**src/rtl/wb_arb_pkg.sv**
```systemverilog
// Shared types and constants for the two-master Wishbone arbiter.
package wb_arb_pkg;

  // Bus geometry of the peripheral Wishbone segment.
  localparam int WB_AW = 32;
  localparam int WB_DW = 32;
  localparam int WB_SW = WB_DW / 8;

  // Arbiter FSM: idle, or locked onto one master for its whole cyc.
  typedef enum logic [1:0] {
    ARB_IDLE   = 2'd0,
    ARB_GRANT0 = 2'd1,
    ARB_GRANT1 = 2'd2
  } arb_state_t;

  // Master identifiers as stored in last_grant.
  localparam logic ARB_M0 = 1'b0;
  localparam logic ARB_M1 = 1'b1;

  // One-hot grant vector for a given state: [0] = m0, [1] = m1.
  function automatic logic [1:0] grant_onehot(input arb_state_t s);
    logic [1:0] g;
    g = 2'b00;
    case (s)
      ARB_GRANT0: g = 2'b01;
      ARB_GRANT1: g = 2'b10;
      default:    g = 2'b00;
    endcase
    return g;
  endfunction

endpackage

```
**src/rtl/wishbone_if.sv**
```systemverilog
// Classic Wishbone bundle. Peripheral faces an upstream master,
// Controller drives a downstream slave.
interface Wishbone;
  import wb_arb_pkg::*;

  logic             cyc;
  logic             stb;
  logic             we;
  logic [WB_SW-1:0] sel;
  logic [WB_AW-1:0] addr;
  logic [WB_DW-1:0] data_wr;
  logic [WB_DW-1:0] data_rd;
  logic             ack;
  logic             err;

  modport Peripheral (
    input  cyc, stb, we, sel, addr, data_wr,
    output data_rd, ack, err
  );

  modport Controller (
    output cyc, stb, we, sel, addr, data_wr,
    input  data_rd, ack, err
  );

endinterface

```
**src/rtl/wb_watchdog.sv**
```systemverilog
// Bus watchdog: counts cycles a strobe waits for a response and fires
// when the wait reaches TIMEOUT_CYCLES. TIMEOUT_CYCLES = 0 disables it.
module wb_watchdog #(
  parameter int TIMEOUT_CYCLES = 255,
  parameter int CTR_WIDTH      = 8
) (
  input  logic i_clk,
  input  logic i_rst,
  input  logic i_active,  // downstream stb is high
  input  logic i_done,    // slave answered with ack or err
  output logic o_fire
);

  localparam logic                 ENABLED = (TIMEOUT_CYCLES > 0);
  localparam logic [CTR_WIDTH-1:0] TERM    = CTR_WIDTH'(TIMEOUT_CYCLES);

  logic [CTR_WIDTH-1:0] ctr_q, ctr_d;
  logic                 hit;

  // Terminal count is compared against the registered count, so the
  // forced err lands TIMEOUT_CYCLES cycles after stb first rises.
  assign hit = ENABLED && (ctr_q == TERM);

  // A real response in the terminal cycle wins over the watchdog.
  assign o_fire = i_active && !i_done && hit;

  // Next count: restart on any response, idle strobe, or firing.
  always_comb begin
    ctr_d = ctr_q + 1'b1;
    if (!ENABLED || !i_active || i_done || hit) begin
      ctr_d = '0;
    end
  end

  // Counter register.
  always_ff @(posedge i_clk) begin
    if (i_rst) begin
      ctr_q <= '0;
    end else begin
      ctr_q <= ctr_d;
    end
  end

endmodule

```
**src/rtl/wb_arbiter2.sv**
```systemverilog
// Two-master, one-slave Wishbone arbiter. Round-robin on ties, grant
// locked for a master's whole cyc, watchdog turns a silent slave into err.
module wb_arbiter2
  import wb_arb_pkg::*;
#(
  parameter int TIMEOUT_CYCLES = 255
) (
  input  logic                 i_clk,
  input  logic                 i_rst,
  Wishbone.Peripheral          wb_m0,
  Wishbone.Peripheral          wb_m1,
  Wishbone.Controller          wb_s,
  output logic [1:0]           o_grant,
  output logic                 o_timeout
);

  // Guarded so a disabled watchdog still gets a legal 1-bit counter.
  localparam int CTR_WIDTH = (TIMEOUT_CYCLES > 0) ? $clog2(TIMEOUT_CYCLES + 1) : 1;

  arb_state_t state_q, state_d;
  logic       last_q, last_d;   // master granted most recently
  logic       req0, req1;
  logic       wd_fire;

  assign req0 = wb_m0.cyc && wb_m0.stb;
  assign req1 = wb_m1.cyc && wb_m1.stb;

  // Next-state: arbitrate only from IDLE; a grant holds until its cyc
  // drops or the watchdog fires, so multi-beat cycles are never split.
  always_comb begin
    state_d = state_q;
    last_d  = last_q;
    case (state_q)
      ARB_IDLE: begin
        if (req0 && req1) begin
          if (last_q == ARB_M1) begin
            state_d = ARB_GRANT0;
            last_d  = ARB_M0;
          end else begin
            state_d = ARB_GRANT1;
            last_d  = ARB_M1;
          end
        end else if (req0) begin
          state_d = ARB_GRANT0;
          last_d  = ARB_M0;
        end else if (req1) begin
          state_d = ARB_GRANT1;
          last_d  = ARB_M1;
        end
      end
      ARB_GRANT0: begin
        if (!wb_m0.cyc || wd_fire) state_d = ARB_IDLE;
      end
      ARB_GRANT1: begin
        if (!wb_m1.cyc || wd_fire) state_d = ARB_IDLE;
      end
      default: state_d = ARB_IDLE;
    endcase
  end

  // State and round-robin history; reset makes m0 win the first tie.
  always_ff @(posedge i_clk) begin
    if (i_rst) begin
      state_q <= ARB_IDLE;
      last_q  <= ARB_M1;
    end else begin
      state_q <= state_d;
      last_q  <= last_d;
    end
  end

  // Read data is shared; only ack/err need steering.
  assign wb_m0.data_rd = wb_s.data_rd;
  assign wb_m1.data_rd = wb_s.data_rd;

  // Request mux toward the slave and response steering back to the
  // granted master. In IDLE the slave sees a quiet bus and any stray
  // response (e.g. a late ack after reset) is dropped.
  always_comb begin
    wb_s.cyc     = 1'b0;
    wb_s.stb     = 1'b0;
    wb_s.we      = 1'b0;
    wb_s.sel     = '0;
    wb_s.addr    = '0;
    wb_s.data_wr = '0;
    wb_m0.ack    = 1'b0;
    wb_m0.err    = 1'b0;
    wb_m1.ack    = 1'b0;
    wb_m1.err    = 1'b0;
    case (state_q)
      ARB_GRANT0: begin
        wb_s.cyc     = wb_m0.cyc;
        wb_s.stb     = wb_m0.stb;
        wb_s.we      = wb_m0.we;
        wb_s.sel     = wb_m0.sel;
        wb_s.addr    = wb_m0.addr;
        wb_s.data_wr = wb_m0.data_wr;
        wb_m0.ack    = wb_s.ack;
        wb_m0.err    = wb_s.err || wd_fire;
      end
      ARB_GRANT1: begin
        wb_s.cyc     = wb_m1.cyc;
        wb_s.stb     = wb_m1.stb;
        wb_s.we      = wb_m1.we;
        wb_s.sel     = wb_m1.sel;
        wb_s.addr    = wb_m1.addr;
        wb_s.data_wr = wb_m1.data_wr;
        wb_m1.ack    = wb_s.ack;
        wb_m1.err    = wb_s.err || wd_fire;
      end
      default: ;
    endcase
  end

  wb_watchdog #(
    .TIMEOUT_CYCLES (TIMEOUT_CYCLES),
    .CTR_WIDTH      (CTR_WIDTH)
  ) u_wdog (
    .i_clk    (i_clk),
    .i_rst    (i_rst),
    .i_active (wb_s.stb),
    .i_done   (wb_s.ack || wb_s.err),
    .o_fire   (wd_fire)
  );

  assign o_grant   = grant_onehot(state_q);
  assign o_timeout = wd_fire;

endmodule

```
**src/flat_wrapper.sv**
```systemverilog
// flat-port wrapper written by rule: the top's interface ports become plain ports
module wb_arbiter2_flat import wb_arb_pkg::*;
#(
  parameter int TIMEOUT_CYCLES = 255
)
  (i_clk, i_rst, o_grant, o_timeout, wb_m0_cyc, wb_m0_stb, wb_m0_we, wb_m0_sel, wb_m0_addr, wb_m0_data_wr, wb_m0_data_rd, wb_m0_ack, wb_m0_err, wb_m1_cyc, wb_m1_stb, wb_m1_we, wb_m1_sel, wb_m1_addr, wb_m1_data_wr, wb_m1_data_rd, wb_m1_ack, wb_m1_err, wb_s_cyc, wb_s_stb, wb_s_we, wb_s_sel, wb_s_addr, wb_s_data_wr, wb_s_data_rd, wb_s_ack, wb_s_err);
  Wishbone wb_m0_i ();
  Wishbone wb_m1_i ();
  Wishbone wb_s_i ();
  input  logic i_clk;
  input  logic i_rst;
  output logic [1:0] o_grant;
  output logic o_timeout;
  input wire logic [$bits(wb_m0_i.cyc)-1:0] wb_m0_cyc;
  input wire logic [$bits(wb_m0_i.stb)-1:0] wb_m0_stb;
  input wire logic [$bits(wb_m0_i.we)-1:0] wb_m0_we;
  input wire logic [$bits(wb_m0_i.sel)-1:0] wb_m0_sel;
  input wire logic [$bits(wb_m0_i.addr)-1:0] wb_m0_addr;
  input wire logic [$bits(wb_m0_i.data_wr)-1:0] wb_m0_data_wr;
  output wire logic [$bits(wb_m0_i.data_rd)-1:0] wb_m0_data_rd;
  output wire logic [$bits(wb_m0_i.ack)-1:0] wb_m0_ack;
  output wire logic [$bits(wb_m0_i.err)-1:0] wb_m0_err;
  input wire logic [$bits(wb_m1_i.cyc)-1:0] wb_m1_cyc;
  input wire logic [$bits(wb_m1_i.stb)-1:0] wb_m1_stb;
  input wire logic [$bits(wb_m1_i.we)-1:0] wb_m1_we;
  input wire logic [$bits(wb_m1_i.sel)-1:0] wb_m1_sel;
  input wire logic [$bits(wb_m1_i.addr)-1:0] wb_m1_addr;
  input wire logic [$bits(wb_m1_i.data_wr)-1:0] wb_m1_data_wr;
  output wire logic [$bits(wb_m1_i.data_rd)-1:0] wb_m1_data_rd;
  output wire logic [$bits(wb_m1_i.ack)-1:0] wb_m1_ack;
  output wire logic [$bits(wb_m1_i.err)-1:0] wb_m1_err;
  output wire logic [$bits(wb_s_i.cyc)-1:0] wb_s_cyc;
  output wire logic [$bits(wb_s_i.stb)-1:0] wb_s_stb;
  output wire logic [$bits(wb_s_i.we)-1:0] wb_s_we;
  output wire logic [$bits(wb_s_i.sel)-1:0] wb_s_sel;
  output wire logic [$bits(wb_s_i.addr)-1:0] wb_s_addr;
  output wire logic [$bits(wb_s_i.data_wr)-1:0] wb_s_data_wr;
  input wire logic [$bits(wb_s_i.data_rd)-1:0] wb_s_data_rd;
  input wire logic [$bits(wb_s_i.ack)-1:0] wb_s_ack;
  input wire logic [$bits(wb_s_i.err)-1:0] wb_s_err;
  assign wb_m0_i.cyc = wb_m0_cyc;
  assign wb_m0_i.stb = wb_m0_stb;
  assign wb_m0_i.we = wb_m0_we;
  assign wb_m0_i.sel = wb_m0_sel;
  assign wb_m0_i.addr = wb_m0_addr;
  assign wb_m0_i.data_wr = wb_m0_data_wr;
  assign wb_m0_data_rd = wb_m0_i.data_rd;
  assign wb_m0_ack = wb_m0_i.ack;
  assign wb_m0_err = wb_m0_i.err;
  assign wb_m1_i.cyc = wb_m1_cyc;
  assign wb_m1_i.stb = wb_m1_stb;
  assign wb_m1_i.we = wb_m1_we;
  assign wb_m1_i.sel = wb_m1_sel;
  assign wb_m1_i.addr = wb_m1_addr;
  assign wb_m1_i.data_wr = wb_m1_data_wr;
  assign wb_m1_data_rd = wb_m1_i.data_rd;
  assign wb_m1_ack = wb_m1_i.ack;
  assign wb_m1_err = wb_m1_i.err;
  assign wb_s_cyc = wb_s_i.cyc;
  assign wb_s_stb = wb_s_i.stb;
  assign wb_s_we = wb_s_i.we;
  assign wb_s_sel = wb_s_i.sel;
  assign wb_s_addr = wb_s_i.addr;
  assign wb_s_data_wr = wb_s_i.data_wr;
  assign wb_s_i.data_rd = wb_s_data_rd;
  assign wb_s_i.ack = wb_s_ack;
  assign wb_s_i.err = wb_s_err;
  wb_arbiter2 #(.TIMEOUT_CYCLES(TIMEOUT_CYCLES)) u_core (.i_clk(i_clk), .i_rst(i_rst), .wb_m0(wb_m0_i), .wb_m1(wb_m1_i), .wb_s(wb_s_i), .o_grant(o_grant), .o_timeout(o_timeout));
endmodule
```
**config.mk**
```make
export PLATFORM = sky130hd
export DESIGN_NAME = wb_arbiter2_flat
export DESIGN_NICKNAME = d
export VERILOG_FILES = /design/src/rtl/wb_arb_pkg.sv /design/src/rtl/wishbone_if.sv /design/src/rtl/wb_watchdog.sv /design/src/rtl/wb_arbiter2.sv /design/src/flat_wrapper.sv
export SDC_FILE = /design/constraint.sdc
export NUM_CORES = 1
export LEC_CHECK = 0
export CORE_AREA = 5 5 122 124
export DETAILED_ROUTE_END_ITERATION = 7
export DIE_AREA = 0 0 127 129
export PLACE_DENSITY_LB_ADDON = 0.08
export SLEW_MARGIN = 15
export SYNTH_ARGS = -nofsm -noshare
export SYNTH_HDL_FRONTEND = slang
export SYNTH_SLANG_ARGS = --single-unit
```
**constraint.sdc**
```tcl
create_clock -name i_clk -period 1.85 [get_ports i_clk]
set_input_delay 0.185 -clock i_clk [delete_from_list [all_inputs] [get_ports i_clk]]
set_output_delay 0.185 -clock i_clk [all_outputs]
set_load 0.03 [all_outputs]
```
**Drive-strength map**

Scale bar: 50 microns.
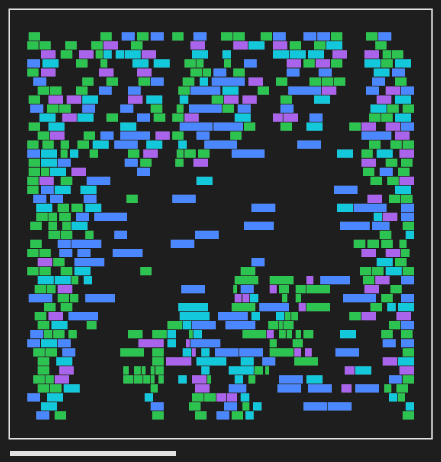
[cyan] _3 and _4 cells | cells: 91 | share: 18%
[green] _0 and _1 cells | cells: 221 | share: 45%
[purple] _2 cells | cells: 72 | share: 15%
[blue] _6 and larger | cells: 111 | share: 22%

**Register map, names as in the netlist**

Scale bar: 50 microns. Other sequential cells in the stronger gray, the rest of the logic in the fainter gray.
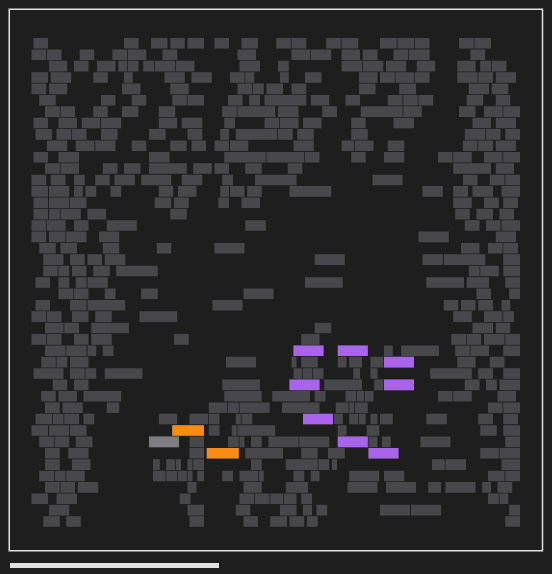
[purple] `u_core.u_wdog.ctr_q` | placed flops: 8
[orange] `u_core.state_q` | placed flops: 2

==> impl_metrics.csv <==
group,metric,value,unit
cts,cts_buffers,3,
worst_setup_path,cp_cell_sequence,"inv_2 -> ha_4 -> or3b_4 -> nor4_4 -> buf_4 -> buf_6",
flow_run,tool_warnings,33,
final_timing,clock_skew,1.10,ps
global_route,grtUsageMet3,5.06,%
global_route,grt_util_met2,23.6,%
routing,ant_nets,0,
routing,first_iter_violations,41,
logic_synthesis,yosys_cells,296,
layout,num_antenna_cells,0,
cts,cts_max_path_buffers,2,
logic_synthesis,yosys_warnings,0,
final_timing,fmaxAchievable,495,MHz
placement,gp_congestion,0.753,
layout,regArea,223,sq um
status,status,"complete, but fails checks",
routing,wl,13800,microns
final_timing,finalHoldViolCount,0,
worst_setup_path,cp.arrival,1830,ps
final_timing,setup_violations,50,
layout,drive_gt1_share,55.4,%
logic_synthesis,syn_area_per_cell,7.38,sq um
global_route,grt_pass1_wl,17100,microns
worst_setup_path,critPathKind,"reg2out",
cts,cts-root-buf,"clkbuf_16",
routing,remaining_drc_errors,0,
layout,area_delta_synth_final,178,%
worst_setup_path,crit_fanout,4,
die,dieArea,0.0164,sq mm
global_route,antenna_found_initial,0,
die,die_h,129,microns
layout,stdcell_area,0.00606,sq mm
die,rows,43,
worst_setup_path,slowest_delay,380,ps
cts,clock_latency,240,ps
pwr,p_leak,2.09,nW
layout,final_cell_mix,"clkdlybuf4s50_1, buf_6, nor2b_4",
die,fp_util,16.0,%
die,die_w,127,microns
final_timing,worst_pin_slew,368,ps
final_timing,timing.final.ws_setup,-169,ps
worst_setup_path,timing.rr.start,"u_core.state_q[1]",
layout,nets,680,
logic_synthesis,syn_area,0.00218,sq mm
pwr,power_density,407,mW/mm^2
worst_setup_path,crit_start,"u_core.state_q[1]",
routing,routedWlPerCell,20.5,microns
worst_setup_path,start_kind,"register",
final_timing,relSlewSlack,75.4,%
worst_setup_path,crit_path_end_kind,"primary output",
cts,cts_max_level,1,
cts,cts_tree,"done",
status,violations,"setup timing",
logic_synthesis,synthCells,296,
layout,n_fill_cell,1314,
die,core_area,0.0137,sq mm
global_route,grt_pass1_vias,3004,
final_timing,period_used_share,109,%
die,ios,320,
worst_setup_path,worstPathRequired,1660,ps
final_timing,period_minus_slack,2020,ps
logic_synthesis,ys.flops,11,
worst_hold_path,hp-start,"wb_s_data_rd[10]",
logic_synthesis,ys_types,29,
global_route,track_usage,13.3,%
cts,cts_sinks,11,
final_timing,drv_slew,0,
routing,dr.pass1.iters,4,
layout,comb_area,0.00211,sq mm
logic_synthesis,yosysChipArea,0.00218,sq mm
layout,final_common_cell,"clkdlybuf4s50_1",
placement,place_area,0.00421,sq mm
global_route,top_usage_layer,"met2",
**Clock wires, drivers and flops**

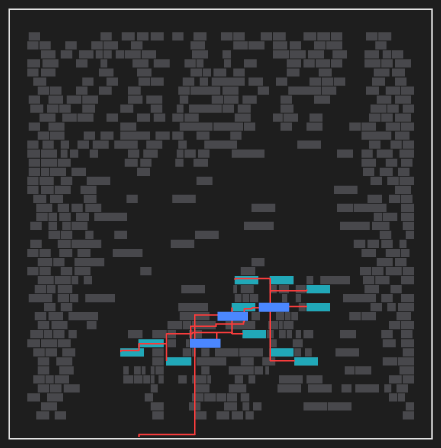
[cyan] flip-flops | count: 11
[blue] clock drivers | count: 3
[red] clock wires | length: 214 microns
routed clock nets: 4

layer usage:
layer  share of wire, %  vias to the layer above
met5                  0                        -
met4                2.2                        0
met3                9.0                       32
met2                 52                      184
met1                 36                     1384
li1                   -                     1388
kinds of logic after synthesis:
logic type               share of synthesized area (%)
AND/OR/NAND/NOR                                   29.4
buffers and inverters                             27.6
XOR/XNOR                                          2.41
adder cells (fa/ha/maj)                           3.44
flip-flops                                        10.1
AND-OR/OR-AND                                     27.0
cells in the mapped netlist (all sizes together):
cell     n  area share [%]
nand4    2            0.57
buf     81              26
dfxtp   11              10
or4      1            0.34
a32o     2            0.92
and2     2            0.57
a31oi    1            0.29
a211o    1            0.40
xor2     4             1.6
xnor2    2            0.80
a22oi   71              24
nor2b   72              21
nor3b    1            0.34
o31ai    1            0.34
or3b     1            0.52
inv      3            0.52
nand3    7             1.6
nand2    2            0.34
nor4     1            0.97
and3     1            0.29
clkbuf   8             1.4
o21a     2            0.69
nor2    12             3.0
ha       6             3.4
or2      1            0.29
worst paths after layout:
check	endpoint	slack [ps]	cells after the start
worst max-delay path	o_timeout	-170	6
worst min-delay path	wb_m0_data_rd[10]	370	0
worst max register to register	u_core.state_q[0]	10	9
worst min register to register	u_core.last_q	520	1
critical path, delay by kind of cell (launching register included):
kind / cells / cell delay, ps
simple gates: 2 / 650
buf+inv: 3 / 350
flops: 1 / 320
fa+ha+maj: 1 / 260
repair_timing:
item	CTS	global route
buffers inserted	9	7
pin swaps	9	25
cloned	8	15
endpoints found under the setup margin	75	82
gates resized	51	194
cell type report:
class | count | area share [%]
flip-flops and latches | 11 | 3.67
clock buffers | 4 | 1.30
multi-input cells | 193 | 34.8
repair buffers | 284 | 56.3
well taps | 180 | 3.71
inverters | 3 | 0.186
registers in the layout, indices dropped and copies added (netlist names):
signal	cells
u_core.state_q	2
u_core.last_q	1
u_core.u_wdog.ctr_q	8
metrics by stage:
stage / power [mW] / setup WS [ps] / setup TNS [ps] / instances / utilization [%]
after floorplan: 0.957 / -312 / -1250 / 296 / -
after global placement: 1.26 / -81.6 / -348 / 632 / 30.8
after detailed placement: 1.26 / -107 / -536 / 632 / 30.8
after CTS: 1.95 / -178 / -1550 / 653 / 35.1
after global routing: 2.59 / -240 / -7300 / 675 / 44.4
final: 2.47 / -169 / -3680 / 675 / 44.4
report_power, final:
group | total (mW) | switching [mW] | internal [mW] | leakage, nW
Combinational | 1.83 | 0.710 | 1.12 | 1.97
Sequential | 0.248 | 0.00399 | 0.244 | 0.0899
Clock | 0.394 | 0.105 | 0.289 | 0.0382
Power is estimated from default activity; no workload was simulated.
